$ cat src/rtl/mult_pkg.sv
// Shared types and constants for the shift-add multiplier sequencer.
// Latency: n/a (declarations only).
// Backpressure: n/a.
package mult_pkg;

    // Sequencer states; 3'b111 is unused and recovers to IDLE.
    typedef enum logic [2:0] {
        ST_IDLE  = 3'd0,
        ST_LOAD  = 3'd1,
        ST_CLEAR = 3'd2,
        ST_EVAL  = 3'd3,
        ST_SHIFT = 3'd4,
        ST_STORE = 3'd5,
        ST_DONE  = 3'd6
    } state_t;

    // Shift-register mode {sr_c1, sr_c0}; 2'b10 is never driven.
    localparam logic [1:0] SR_HOLD = 2'b00;
    localparam logic [1:0] SR_SHR  = 2'b01;
    localparam logic [1:0] SR_LOAD = 2'b11;

    // ALU op {alu_c2, alu_c1, alu_c0}; only these two codes are used.
    localparam logic [2:0] ALU_PASS = 3'b000;
    localparam logic [2:0] ALU_ADD  = 3'b001;

    // Control word layout (13 datapath control lines).
    localparam int CW_W      = 13;
    localparam int CW_CLRACC = 0;
    localparam int CW_ENACC  = 1;
    localparam int CW_ALU    = 2;   // 3 bits: [4:2] = {alu_c2, alu_c1, alu_c0}
    localparam int CW_SRSEL  = 5;
    localparam int CW_ENSR   = 6;
    localparam int CW_SR     = 7;   // 2 bits: [8:7] = {sr_c1, sr_c0}
    localparam int CW_ABSEL  = 9;
    localparam int CW_ENDPO  = 10;
    localparam int CW_ENB    = 11;
    localparam int CW_ENA    = 12;

endpackage

$ cat src/rtl/mult_ctrl_decode.sv
// Decodes sequencer state (plus multiplier LSB in EVAL) into the datapath control word.
// Latency: purely combinational, zero cycles.
// Backpressure: none; the datapath always accepts its control lines.
module mult_ctrl_decode
    import mult_pkg::*;
(
    input  logic [2:0]      st,
    input  logic            flag,
    output logic [CW_W-1:0] cw
);

    // Per-state control lines; unknown encodings leave every line inactive.
    always_comb begin
        cw = '0;
        case (st)
            ST_LOAD: begin
                cw[CW_ENA]          = 1'b1;
                cw[CW_ENB]          = 1'b1;
                cw[CW_ENSR]         = 1'b1;
                cw[CW_SR +: 2]      = SR_LOAD;
                cw[CW_SRSEL]        = 1'b0;   // SR takes operand B
            end
            ST_CLEAR: begin
                cw[CW_CLRACC]       = 1'b1;
            end
            ST_EVAL: begin
                // Only Mealy term: add A when the current multiplier bit is set.
                cw[CW_ENACC]        = 1'b1;
                cw[CW_ALU +: 3]     = flag ? ALU_ADD : ALU_PASS;
            end
            ST_SHIFT: begin
                // ACC and SR shift right together; ACC LSB feeds the SR MSB.
                cw[CW_ENSR]         = 1'b1;
                cw[CW_SR +: 2]      = SR_SHR;
                cw[CW_SRSEL]        = 1'b1;
                cw[CW_ENACC]        = 1'b1;
                cw[CW_ALU +: 3]     = ALU_PASS;
            end
            ST_STORE: begin
                cw[CW_ABSEL]        = 1'b1;
                cw[CW_ENDPO]        = 1'b1;
            end
            default: begin
                cw = '0;
            end
        endcase
    end

endmodule

$ cat src/rtl/mult_seq_ctrl.sv
// Sequencer for the shift-add multiplier: load, N eval/shift iterations, store, done pulse.
// Latency: fixed 2N+4 cycles from start sampled in IDLE to the done pulse.
// Backpressure: start is only sampled in IDLE; requests while busy are dropped, not queued.
module mult_seq_ctrl
    import mult_pkg::*;
#(
    parameter int N = 4
) (
    input  logic sys_clk,
    input  logic sys_rst,
    input  logic start,
    input  logic flag,
    output logic busy,
    output logic done,
    output logic enA,
    output logic enB,
    output logic enDPO,
    output logic ABsel,
    output logic sr_c1,
    output logic sr_c0,
    output logic enSR,
    output logic SRsel,
    output logic alu_c2,
    output logic alu_c1,
    output logic alu_c0,
    output logic enACC,
    output logic clrACC
);

    localparam int               CNT_W    = (N > 2) ? $clog2(N) : 1;
    localparam logic [CNT_W-1:0] CNT_LAST = CNT_W'(N - 1);

    state_t           state_q;
    state_t           state_d;
    logic [CNT_W-1:0] cnt_q;
    logic [CNT_W-1:0] cnt_d;
    logic [CW_W-1:0]  cw;

    // State and iteration counter registers; reset wins over everything.
    always_ff @(posedge sys_clk) begin
        if (sys_rst) begin
            state_q <= ST_IDLE;
            cnt_q   <= '0;
        end else begin
            state_q <= state_d;
            cnt_q   <= cnt_d;
        end
    end

    // Next-state, next-count and status outputs decoded from the state register.
    always_comb begin
        state_d = ST_IDLE;
        cnt_d   = cnt_q;
        busy    = 1'b0;
        done    = 1'b0;
        case (state_q)
            ST_IDLE: begin
                state_d = start ? ST_LOAD : ST_IDLE;
            end
            ST_LOAD: begin
                busy    = 1'b1;
                state_d = ST_CLEAR;
            end
            ST_CLEAR: begin
                busy    = 1'b1;
                cnt_d   = '0;
                state_d = ST_EVAL;
            end
            ST_EVAL: begin
                busy    = 1'b1;
                state_d = ST_SHIFT;
            end
            ST_SHIFT: begin
                busy = 1'b1;
                if (cnt_q == CNT_LAST) begin
                    state_d = ST_STORE;
                end else begin
                    cnt_d   = cnt_q + 1'b1;
                    state_d = ST_EVAL;
                end
            end
            ST_STORE: begin
                busy    = 1'b1;
                state_d = ST_DONE;
            end
            ST_DONE: begin
                busy    = 1'b1;
                done    = 1'b1;
                state_d = ST_IDLE;
            end
            default: begin
                state_d = ST_IDLE;
            end
        endcase
    end

    mult_ctrl_decode u_decode (
        .st   (state_q),
        .flag (flag),
        .cw   (cw)
    );

    assign enA    = cw[CW_ENA];
    assign enB    = cw[CW_ENB];
    assign enDPO  = cw[CW_ENDPO];
    assign ABsel  = cw[CW_ABSEL];
    assign sr_c1  = cw[CW_SR + 1];
    assign sr_c0  = cw[CW_SR];
    assign enSR   = cw[CW_ENSR];
    assign SRsel  = cw[CW_SRSEL];
    assign alu_c2 = cw[CW_ALU + 2];
    assign alu_c1 = cw[CW_ALU + 1];
    assign alu_c0 = cw[CW_ALU];
    assign enACC  = cw[CW_ENACC];
    assign clrACC = cw[CW_CLRACC];

endmodule
$ cat config.mk
export PLATFORM = sky130hd
export DESIGN_NAME = mult_seq_ctrl
export DESIGN_NICKNAME = d
export VERILOG_FILES = /design/src/rtl/mult_pkg.sv /design/src/rtl/mult_ctrl_decode.sv /design/src/rtl/mult_seq_ctrl.sv
export SDC_FILE = /design/constraint.sdc
export NUM_CORES = 1
export LEC_CHECK = 0
export CORE_AREA = 2 2 39 41
export CTS_CLUSTER_DIAMETER = 100
export DETAILED_ROUTE_END_ITERATION = 6
export DIE_AREA = 0 0 41 43
export PLACE_DENSITY = 0.64
export SETUP_SLACK_MARGIN = 0.1
export SYNTH_ARGS = -nofsm -noshare
export SYNTH_HDL_FRONTEND = slang
export SYNTH_SLANG_ARGS = --single-unit
$ cat constraint.sdc
create_clock -name sys_clk -period 1.8 [get_ports sys_clk]
set_input_delay 0.18 -clock sys_clk [delete_from_list [all_inputs] [get_ports sys_clk]]
set_output_delay 0.18 -clock sys_clk [all_outputs]
set_load 0.05 [all_outputs]
### Metal layers overlaid, run 1

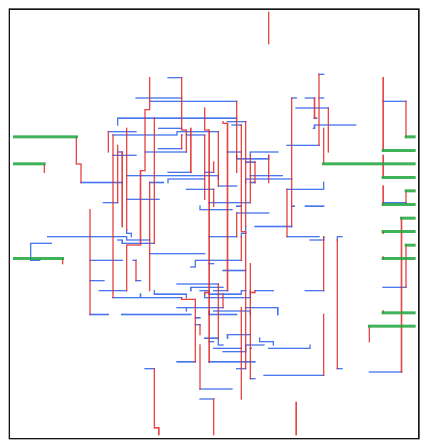
layer	colour	wire length
M1	blue	304 um
M2	red	393 um
M3	green	50.0 um

### Clock distribution, run 1

Scale bar: 10 um.
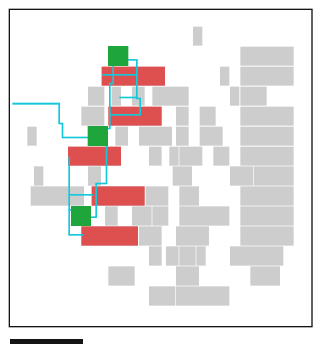
[clock-net drivers] green | count: 3
[flip-flops] red | count: 5
[clock wires] cyan | length: 79.2 um
routed clock nets	4

==> reports/results.ini, run 1 <==
[hold_path]
hold_class = reg2reg
min-delay-start = cnt_q[1]
hold_depth = 2

[power_and_ir_drop]
leakagePower_nw = 0.2896
p_total_mw = 0.4713
power_density_nw_per_um2 = 701.4
netSwitchingPower_mw = 0.1744
p_comb_share_pct = 46.1
vdd_drop_max_uv = 442.9
seqPwrFrac_pct = 26.9
intPower_mw = 0.2969
swShare_pct = 37.01
p_clk_share_pct = 27.0

[layout]
signal_buffers = 17
layout.cells.most_common = buf_12
fin_cells = 76
layout-drive-gt1-share_pct = 45.00
fillCellCount = 127
clock_area_share_pct = 3.911
seq_area_um2 = 105.1
comb_cells = 32
buffer_area_share_pct = 42.27
combGateArea_um2 = 229.0
sh_comb_area_pct = 34.08
nNonClkInverters = 2
seq_share_pct = 15.64
nClkBuffers = 4
diodes = 0
area.growth.synth_to_final_pct = 86.46
layout.nets = 66
fin_area_um2 = 671.9
largest_cell_class = buffers

[logic_synthesis]
adder_share_pct = 3.472
area_leaders = dfxtp_1, buf_4, a21oi_1
top_area_share_pct = 27.78
yosysTopAreaCell = dfxtp_1
ys_sh_simple_pct = 39.24
ys.flops = 5
syn_avg_cell_area_um2 = 7.834
logic_family = simple AND/OR/NAND/NOR gates
yosysUniqueCellTypes = 27
yosys_cells = 46
yosys_area_um2 = 360.3
syn-instance-count = 46
yosys-mux-area-fraction_pct = 0
yosys_warnings = 0
syn_area_um2 = 360.3
compound_area_share_pct = 12.50
seq_area_frac_synth_pct = 27.78
xor_area_share_pct = 0

[route]
via_per_inst = 4.395
drt_wl_total_um = 746
first_pass_iters = 1
drc = 0
antenna_left = 0
route.vias.total = 334
wl_per_cell_um = 9.816
dr.first_iter.drc_count = 0

[timing]
finalSetupViolCount = 0
skew_ps = 3.286
period_needed_ps = 1621
tns_ps = 0
fmax_mhz = 617.1
fin_ws_ps = 179.4
slew_viol_final = 0
finalHoldViolations = 0
period_used_pct = 90.03
rsz0062_at_grt = false
holdWs_ps = 481.5

[critical_path]
path_max_fanout = 12
r2r_start = cnt_q[0]
arrival_ps = 1440
r2r_cells = 4
required_ps = 1620
crit_path_end_kind = output port
cp-start-kind = register
critPathKind = reg2out
cp-startpoint = state_q[2]

[clock_network]
cts_tree = built
clk_path_buf_depth = 2
clk_latency_ps = 240
h-tree-depth = 1
cts.sinks = 5
cts_root_buf = clkbuf_4
clk_pin_slew_ps = 40
numCtsBuffers = 3

[die]
die_y_um = 43
dieArea_um2 = 1763
io_pins = 19
core_util_floorplan_pct = 26.04
die-width_um = 41
taps = 16

[global_route]
antenna_found_initial = 0
grt_pass1_wl_um = 1173
grt_pass1_vias = 290
grtUsageTotal_pct = 9.940
overflow = 0

[placement]
port_buffers = 16
dp_cells = 72
dpl.hpwl_um = 593.4
dpl-instance-area_um2 = 623.1
dp_slack_ps = 265.1
routabilityCongestion = 0.7075

[job]
warnings = 27
maxCapViolations = 0

[run_status]
status = finished, final reports clean

### Cell placement, run 1

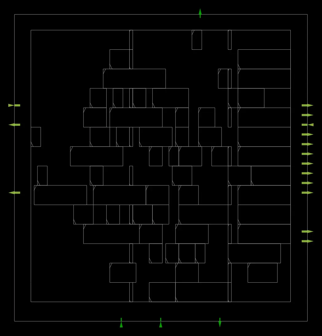
final core occ: 48.55%
Core Box Area: 1384 um^2
# rows: 14
seq_cells: 5

### Sequential cells coloured by netlist name, run 1

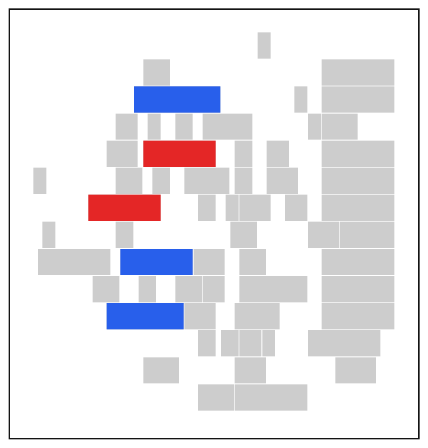
name in the netlist	colour	placed flops
cnt_q	red	2
state_q	blue	3

[run 1: critical path, stage by stage, from the launching register on]
cell     delay [ps]
dfxtp_4         370
nor2b_2         170
and2b_2         230
or2_4           270
buf_6           150
[run 1: synth_stat cells]
cell       instances
or4b_4             1
o21ai_0            1
nor3_1             2
nor2b_1            2
ha_1               1
or3b_2             1
nand3_1            3
or2_0              1
and3b_1            1
a21oi_1            3
a21oi_2            1
nor3b_1            2
and2_1             1
conb_1             1
nand2b_1           1
and2b_1            1
buf_2              1
nor2_1             3
inv_1              2
clkbuf_1           2
dfxtp_1            5
o21bai_1           1
a2111oi_0          1
or2_2              1
nand3b_1           1
and3_1             1
buf_4              5
[run 1: layer usage]
layer	global-route usage, %	up-vias	routed length, um
li1	-	177	-
met1	10.29	142	304
met2	15.31	15	393
met3	3.141	0	49
met4	8.000	0	0
met5	0	-	0
[run 1: flip-flops by register name, indices dropped and copies added, names as in the netlist]
name and cells:
state_q 3, cnt_q 2
[run 1: power by group through the flow]
stage / clock network (mW) / logic (mW) / registers, mW
floorplan: 0 / 0.136 / 0.122
global placement: 0 / 0.208 / 0.128
detailed placement: 0 / 0.209 / 0.129
CTS: 0.131 / 0.210 / 0.128
global route: 0.141 / 0.227 / 0.128
finish: 0.127 / 0.217 / 0.127
[run 1: path summary, 6_finish.rpt]
check | endpoint | slack, ps
setup / recovery | sr_c0 | 180
hold / removal | cnt_q[1] | 480
setup reg to reg | cnt_q[0] | 300
hold reg to reg | cnt_q[1] | 480
[run 1: timing repair]
action / CTS / global route
setup buffers: 0 / 0
setup endpoints to repair: 3 / 3
gates resized: 2 / 7
hold buffers: 0 / 0
==> inputs of run 2 (changes only) <==
--- a/config.mk
+++ b/config.mk
@@ -5,12 +5,15 @@
 export SDC_FILE = /design/constraint.sdc
 export NUM_CORES = 1
 export LEC_CHECK = 0
+export CAP_MARGIN = 25
 export CORE_AREA = 2 2 39 41
 export CTS_CLUSTER_DIAMETER = 100
 export DETAILED_ROUTE_END_ITERATION = 6
 export DIE_AREA = 0 0 41 43
 export PLACE_DENSITY = 0.64
 export SETUP_SLACK_MARGIN = 0.1
+export SLEW_MARGIN = 10
 export SYNTH_ARGS = -nofsm -noshare
 export SYNTH_HDL_FRONTEND = slang
 export SYNTH_SLANG_ARGS = --single-unit
+export TNS_END_PERCENT = 50
### Clock distribution, run 2

Scale bar: 10 um.
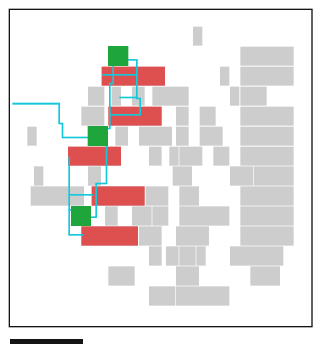
Max Clock Skew: 3.286 ps
clk latency late pin: 240 ps
Clk power: 0.127 mW
Clk network pwr share: 27.0%

### Metal layers overlaid, run 2

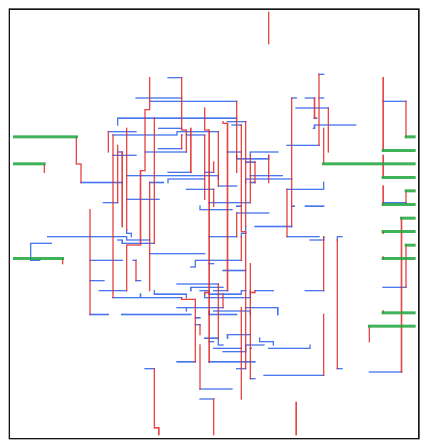
gr usage total: 9.940%
drt wl/cell: 9.816 um
DR vias: 334
total wire length: 746 um

==> run 2 against run 1 <==
Maximum frequency did not move. Critical endpoint unchanged. Routed wire length did not move. Synthesized cell count did not move. Largest cell class unchanged. Worst setup slack did not move.
==> reports/results.ini, run 2 <==
[timing]
slew_viol_final = 0  ; unchanged
finalSetupViolCount = 0  ; unchanged
rsz0062_at_grt = false
tns_ps = 0  ; unchanged
period_needed_ps = 1621  ; unchanged
period_used_pct = 90.03  ; unchanged

[global_route]
met1_usage_pct = 10.29  ; unchanged
overflow = 0  ; unchanged
use_met3_pct = 3.141  ; unchanged
grt-busiest-layer = met2

[logic_synthesis]
xor_area_share_pct = 0  ; unchanged
ys.flops = 5  ; unchanged
yosys_area_um2 = 360.3  ; unchanged
synthTopCellsByCount = buf_4, dfxtp_1, a21oi_1, nand3_1, nor2_1
compound_area_share_pct = 12.50  ; unchanged
flop_cell = dfxtp_1
yosys_warnings = 0  ; unchanged
syn-instance-count = 46  ; unchanged
syn_area_um2 = 360.3  ; unchanged
async_reset_ff_share_pct = 0  ; unchanged
adder_share_pct = 3.472  ; unchanged
yosysTopAreaCell = dfxtp_1
seq_area_frac_synth_pct = 27.78  ; unchanged
edf_count = 0  ; unchanged
area_leaders = dfxtp_1, buf_4, a21oi_1
logic_family = simple AND/OR/NAND/NOR gates
yosysUniqueCellTypes = 27  ; unchanged
syn_avg_cell_area_um2 = 7.834  ; unchanged

[layout]
diodes = 0  ; unchanged
layout.nets = 66  ; unchanged
fin_cells = 76  ; unchanged
top_register = state_q
area.growth.synth_to_final_pct = 86.46  ; unchanged
layout.cells.most_common = buf_12
fillCellCount = 127  ; unchanged
utilization_pct = 48.55  ; unchanged
combGateArea_um2 = 229.0  ; unchanged

[critical_path]
path_delay_family = simple AND/OR/NAND/NOR gates
path_cells = nor2b_2, and2b_2, or2_4, buf_6
r2r_cells = 4  ; unchanged
arrival_ps = 1440  ; about the same
required_ps = 1620  ; about the same
critical_path.max_stage_delay_ps = 370  ; about the same
critPathKind = reg2out
cp_num_buf_inv = 1  ; unchanged
cp-start-kind = register
reg2reg_to = cnt_q[0]

[route]
drc = 0  ; unchanged
dr.first_iter.drc_count = 0  ; unchanged
via_per_inst = 4.395  ; unchanged
route.met2.wl_um = 393  ; unchanged
antenna_left = 0  ; unchanged
highest_layer = met3
drt-met1-wl_um = 304  ; unchanged
first_pass_iters = 1  ; unchanged

[die]
die_y_um = 43  ; unchanged
die-width_um = 41  ; unchanged
io_pins = 19  ; unchanged
core-area_um2 = 1384  ; unchanged
rows = 14  ; unchanged
dieArea_um2 = 1763  ; unchanged

[hold_path]
hold_depth = 2  ; unchanged

[clock_network]
h-tree-depth = 1  ; unchanged
cts_root_buf = clkbuf_4
numCtsBuffers = 3  ; unchanged
cts_tree = built
clk_pin_slew_ps = 40  ; about the same

[power_and_ir_drop]
p_total_mw = 0.4713  ; unchanged
vdd_drop_max_uv = 442.9  ; unchanged
power_density_nw_per_um2 = 701.4  ; unchanged
intPower_mw = 0.2969  ; unchanged
seqPwrFrac_pct = 26.9  ; about the same
netSwitchingPower_mw = 0.1744  ; unchanged

[job]
warnings = 27  ; unchanged
maxCapViolations = 0  ; unchanged

[placement]
routabilityCongestion = 0.7075  ; unchanged
dp_cells = 72  ; unchanged

[run_status]
status = finished, final reports clean

run 2: cell counts after synthesis:
No cell type changed its count.
run 2: cells by family (layout without fill, tap and decap cells):
| family | count (synthesis) | count (layout) |
|---|---|---|
| simple gates | 22 | 22 |
| buf+inv | 10 | 23 |
| compound gates | 7 | 7 |
| flops | 5 | 5 |
| fa+ha+maj | 1 | 1 |
| other cells | 1 | 2 |
run 2: timing repair:
item                                    4_1_cts  5_1_grt
hold buffers                                  0        0
hold endpoints to repair                      0        0
endpoints found under the setup margin        3        3
cloned                                        0        0
resized                                       2        7
run 2: tightest hold or removal path, cell delays in order, from the launching register on:
cell	delay (ps)
dfxtp_1	310
nand3_1	70
a21oi_1	60
run 2: metrics by stage:
stage	hold slack [ps]	setup WS, ps
after global placement	462.9	320.6
after floorplan	242.4	-64.66
after detailed placement	477.3	265.1
final	481.5	179.4
after CTS	484.1	112.2
after global routing	501.4	124.4
run 2: worst max-delay path by stage:
stage                     depth (start not counted)  slack [ps]       start  endpoint
after floorplan                                   4         -60  state_q[2]     sr_c0
after global placement                            4         320  state_q[2]      enSR
after detailed placement                          4         270  state_q[2]     sr_c0
after CTS                                         4         110  state_q[2]     sr_c0
after global routing                              4         120  state_q[2]     sr_c0
final                                             4         180  state_q[2]     sr_c0
run 2: power by group through the flow:
stage | Combinational, mW | Sequential [mW] | Clock, mW
2_1_floorplan | 0.136 | 0.122 | 0
3_3_place_gp | 0.208 | 0.128 | 0
3_5_place_dp | 0.209 | 0.129 | 0
4_1_cts | 0.210 | 0.128 | 0.131
5_1_grt | 0.227 | 0.128 | 0.141
6_report | 0.217 | 0.127 | 0.127
run 2: final cells by class:
type,count,share of cell area [%]
repair buffers,17,42.27
multi-input cells,32,34.08
flip-flops and latches,5,15.64
clock buffers,4,3.911
well taps,16,2.980
inverters,2,1.117
Power figures rest on the tool's default switching activity, not on a simulated workload.
